<file path="src/rtl/fifo_sync_param.sv">
// Parametrised single-clock FIFO with thresholds, occupancy count, sticky errors and optional FWFT read.
// Latency: write visible in count/flags after 1 edge; standard read data 1 edge after accept, FWFT shows head at once.
// Backpressure: writes while full and reads while empty are dropped (not queued) and latch overflow/underflow.
//
// Ports:
//   clk, reset        rising-edge clock, synchronous active-high reset
//   datain, we        write data and write request
//   re                read request (FWFT: pop the word currently on dataout)
//   dataout, valid    read data and its qualifier
//   empty, full       count == 0 / count == DEPTH
//   almost_empty/full count <= AE_LEVEL / count >= AF_LEVEL
//   count             occupancy 0..DEPTH
//   overflow          sticky, write attempted while full
//   underflow         sticky, read attempted while empty
module fifo_sync_param #(
  parameter int WIDTH    = 8,
  parameter int DEPTH    = 16,
  parameter int AF_LEVEL = DEPTH - 2,
  parameter int AE_LEVEL = 2,
  parameter bit FWFT     = 1'b0
) (
  input  logic                       clk,
  input  logic                       reset,
  input  logic [WIDTH-1:0]           datain,
  input  logic                       we,
  input  logic                       re,
  output logic [WIDTH-1:0]           dataout,
  output logic                       valid,
  output logic                       empty,
  output logic                       full,
  output logic                       almost_empty,
  output logic                       almost_full,
  output logic [$clog2(DEPTH):0]     count,
  output logic                       overflow,
  output logic                       underflow
);

  localparam int AW = $clog2(DEPTH);
  localparam int CW = AW + 1;

  logic [WIDTH-1:0] mem [DEPTH];
  logic [AW-1:0]    wr_ptr;
  logic [AW-1:0]    rd_ptr;
  logic [CW-1:0]    cnt;
  logic             wr_acc;
  logic             rd_acc;

  // Flags decode the count register only, so they never see we/re combinationally.
  assign empty        = (cnt == '0);
  assign full         = (cnt == CW'(DEPTH));
  assign almost_empty = (cnt <= CW'(AE_LEVEL));
  assign almost_full  = (cnt >= CW'(AF_LEVEL));
  assign count        = cnt;

  // A full FIFO refuses a write even when a read frees a slot in the same cycle;
  // likewise an empty FIFO refuses a read even when a write arrives alongside it.
  assign wr_acc = we && !full;
  assign rd_acc = re && !empty;

  // Storage is deliberately not reset.
  always_ff @(posedge clk) begin
    if (!reset && wr_acc) begin
      mem[wr_ptr] <= datain;
    end
  end

  always_ff @(posedge clk) begin
    if (reset) begin
      wr_ptr    <= '0;
      rd_ptr    <= '0;
      cnt       <= '0;
      overflow  <= 1'b0;
      underflow <= 1'b0;
    end else begin
      if (wr_acc) wr_ptr <= wr_ptr + AW'(1);
      if (rd_acc) rd_ptr <= rd_ptr + AW'(1);
      case ({wr_acc, rd_acc})
        2'b10:   cnt <= cnt + CW'(1);
        2'b01:   cnt <= cnt - CW'(1);
        default: cnt <= cnt;
      endcase
      if (we && full)  overflow  <= 1'b1;
      if (re && empty) underflow <= 1'b1;
    end
  end

  generate
    if (FWFT) begin : g_fwft
      // Head of queue is shown straight from memory; the pointer and count are
      // both registered, so the next word appears the cycle after a pop.
      // When empty the bus is driven to zero rather than stale storage.
      assign dataout = empty ? '0 : mem[rd_ptr];
      assign valid   = !empty;
    end else begin : g_std
      logic [WIDTH-1:0] dout_q;
      logic             valid_q;

      always_ff @(posedge clk) begin
        if (reset) begin
          dout_q  <= '0;
          valid_q <= 1'b0;
        end else begin
          valid_q <= rd_acc;
          if (rd_acc) dout_q <= mem[rd_ptr];
        end
      end

      assign dataout = dout_q;
      assign valid   = valid_q;
    end
  endgenerate

endmodule

</file>
<file path="config.mk">
export PLATFORM = sky130hd
export DESIGN_NAME = fifo_sync_param
export DESIGN_NICKNAME = d
export VERILOG_FILES = /design/src/rtl/fifo_sync_param.sv
export SDC_FILE = /design/constraint.sdc
export NUM_CORES = 1
export LEC_CHECK = 0
export ABC_AREA = 1
export CAP_MARGIN = 20
export CORE_ASPECT_RATIO = 1.75
export CORE_MARGIN = 4
export CORE_UTILIZATION = 65
export DETAILED_ROUTE_END_ITERATION = 8
export GPL_TIMING_DRIVEN = 1
export HOLD_SLACK_MARGIN = 0.12
export PLACE_DENSITY_LB_ADDON = 0.12
export SLEW_MARGIN = 20
export SYNTH_ARGS = -nofsm -noshare
export SYNTH_HDL_FRONTEND = slang
export SYNTH_SLANG_ARGS = --single-unit
</file>
<file path="constraint.sdc">
create_clock -name clk -period 3.7 [get_ports clk]
set_input_delay 0.74 -clock clk [delete_from_list [all_inputs] [get_ports clk]]
set_output_delay 0.74 -clock clk [all_outputs]
set_load 0.01 [all_outputs]
</file>
==> flow_summary.json <==
{
  "post_cts_buffers": 0,
  "ys_top_cells_by_area": "edfxtp_1 (58%), nand2_1 (12%), nand3_1 (7.3%), dfxtp_1 (7.2%), inv_1 (5.1%)",
  "drc": 0,
  "xor_share": 0.00656,
  "simple_gate_area_frac": 0.223,
  "r2r-end": "dataout[0]",
  "hold_path_depth": 2,
  "hold_buffers": 0,
  "gr-total-overflow": 0,
  "status": "complete, no violations",
  "ys_cells": 678,
  "num_rows": 48,
  "ys_warn_count": 0,
  "synth_cell_types": 25,
  "drt-vias-per-instance": 5.75,
  "worstPathCellList": "buf_4 > clkinv_1 > nand2_1 > nand3_1 > nand3_1 > nand3_1 > nand2_1 > inv_1",
  "finalHoldViolCount": 0,
  "synthCells": 678,
  "grt_max_degree": 67,
  "cpPeakStageDelay_ns": 0.94,
  "fin_area_mm2": 0.00759,
  "die_w_um": 84.6,
  "hold_start": "overflow",
  "ff2ff_setup_slack_ns": 0.98,
  "synth.top_cell.area_share": 0.576,
  "synthToLayoutAreaGrowth_pct": 13.7,
  "boundaryPins": 32,
  "cts-root-buf": "clkbuf_16",
  "p_leak_nw": 3.20,
  "max_cap_violations": 0,
  "finalCritPeriodShare": 0.734,
  "setup_viol": 0,
  "groute.usage.overall": 0.281,
  "num_vias": 4830,
  "mostFrequentLayoutCell": "nand2_1",
  "grt_pass1_vias": 5006,
  "place_ws_ns": 0.616,
  "cpMostUsedCell": "nand3_1",
  "end_kind": "register",
  "place.gp.congestion": 0.872,
  "hold_class": "reg2reg",
  "wl_mm": 16.0,
  "fmax_mhz": 368,
  "htree_levels": 4,
  "avgSynthCellArea_um2": 9.85,
  "firstDrtPassIters": 7,
  "ctsResizeCount": 0,
  "slew_viol_final": 0,
  "syn_nets": 700,
  "numPortBuffers": 31,
  "chip_area_mm2": 0.0120,
  "drive_above_1_share": 0.0587,
  "min_to": "overflow",
  "cts.clk_slew.worst_paths_ns": 0.06,
  "top_area_cell": "edfxtp_1",
  "drt_iter0_markers": 400,
  "cp.required_ns": 4.02,
  "ant_nets": 0,
  "clk_latency_ns": 0.42,
  "final_cell_mix": "nand2_1 (218), edfxtp_1 (128), nand3_1 (97)",
  "layout_setup_ws_ns": 0.984,
  "yosys_area_mm2": 0.00668,
  "clock_skew_ns": 0.00594,
  "cts_buffer_depth": 2,
  "worst-slew-pin-transition_ns": 1.05,
  "compound_area_frac": 0.0214,
  "fp_util": 0.670,
  "numCtsBuffers": 17,
  "hold_ws_ns": 0.483,
  "nNetsFinal": 724,
  "ys_seq_share": 0.648,
  "r2r-start": "rd_ptr[1]",
  "synth_adder_area_share": 0.0199,
  "wl_per_cell_um": 19.0,
  "rr_worst_depth": 8,
  "cp_slowest_cell": "clkinv_1",
  "grt_pass1_wl_mm": 25.2,
  "cts_num_sinks": 152,
  "max_slew_margin": 0.297,
  "place_area_mm2": 0.00699,
  "die_h_um": 142,
  "muxShareOfSynthArea": 0,
  "worst_setup_path_start_kind": "register",
  "ys_ff": 152,
  "fin_crit_ns": 2.72,
  "worstSetupPathType": "reg2reg",
  "setup-tns-final_ns": 0,
  "antenna_found_initial": 0
}
[layer usage]
layer  GRT usage  part of all wire  up-vias
li1            -                 -     2248
met1       0.313              0.35     2271
met2       0.486              0.52      233
met3      0.0492             0.063       78
met4       0.188             0.071        0
met5           0                 0        -
[where the power goes]
group / internal, mW / switching (mW)
clock: 1.06 / 0.685
sequential: 1.96 / 0.0704
combinational: 0.492 / 0.933
[Yosys cell counts, drive strengths merged]
library cell,n
o31ai,1
xnor2,1
xor2,4
fa,1
a21boi,1
o21bai,1
clkbuf,5
nor3b,1
clkinv,2
a21oi,16
nor2,37
nand2,221
buf,25
nand4,2
ha,9
edfxtp,128
inv,94
dfxtp,24
o21ai,8
nand3,97
[logic make-up (layout without fill, tap and decap cells)]
| group | after synthesis | count (layout) |
|---|---|---|
| DFF | 152 | 152 |
| and+or+nand+nor | 358 | 358 |
| adders and majority gates | 10 | 10 |
| AOI/OAI and AO/OA | 27 | 27 |
| buffers and inverters | 126 | 163 |
| xor gates and xnor gates | 5 | 5 |
[metrics by stage]
| stage | cells | utilization |
|---|---|---|
| 5_1_grt | 840 | 0.762 |
| 4_1_cts | 840 | 0.761 |
| 2_1_floorplan | 678 | - |
| 3_3_place_gp | 808 | 0.701 |
| 3_5_place_dp | 808 | 0.701 |
| 6_report | 840 | 0.762 |
[area by class of cell]
class | instances | area, um^2
sequential | 152 | 4330
tap | 125 | 156
clock inverter | 15 | 178
fill | 691 | 2380
inverter | 96 | 362
timing repair buffer | 35 | 340
clock buffer | 17 | 425
multi-input combinational | 400 | 1810
[registers in the layout, indices dropped and copies added, names as in the netlist]
register and cells:
count 5, valid 1, overflow 1, rd_ptr 4, mem 128, wr_ptr 4
dataout 8, underflow 1
[worst max-delay path, delay by kind of cell (launching register included)]
family | cells | cell delay [ns]
DFF | 1 | 0.31
and+or+nand+nor | 5 | 0.93
buffers and inverters | 3 | 1.36
[how the worst max path moves through the flow]
stage	cells past startpoint	slack, ns	to	from
2_1_floorplan	13	1.42	count[4]	re
5_1_grt	13	0.79	count[4]	re
6_report	8	0.98	dataout[0]	rd_ptr[1]
4_1_cts	13	1.04	count[4]	re
3_5_place_dp	13	0.62	count[4]	re
3_3_place_gp	13	0.68	count[4]	re
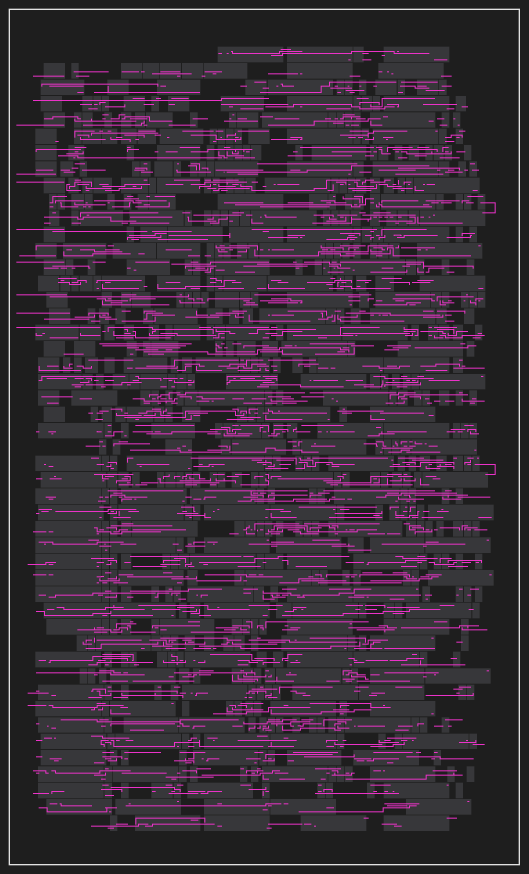
m1.png
Cells faint in the background.
wire length on this layer: 5,590 um
main direction: horizontal
share of all routed wire: 35%
nets with wire on the layer: 671

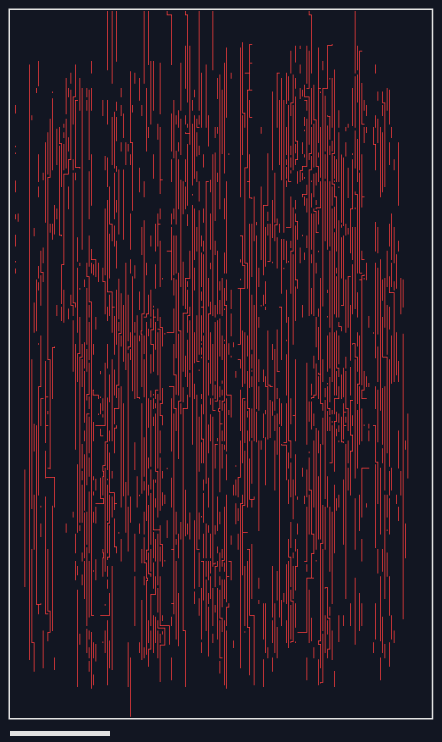
m2.png
The bar under the picture is 20 um long.
longest straight run: 119 um
share of all routed wire: 52%

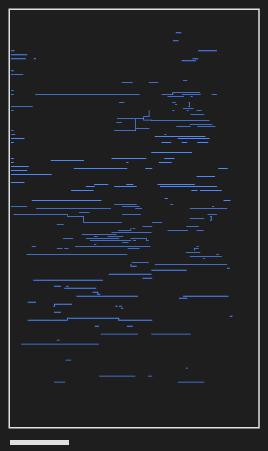
m3.png
The bar under the picture is 20 um long.
main direction: horizontal
longest straight run: 35.2 um
nets with wire on the layer: 81
share of all routed wire: 6.3%
wire length on this layer: 1,010 um

Power figures rest on the tool's default switching activity, not on a simulated workload.
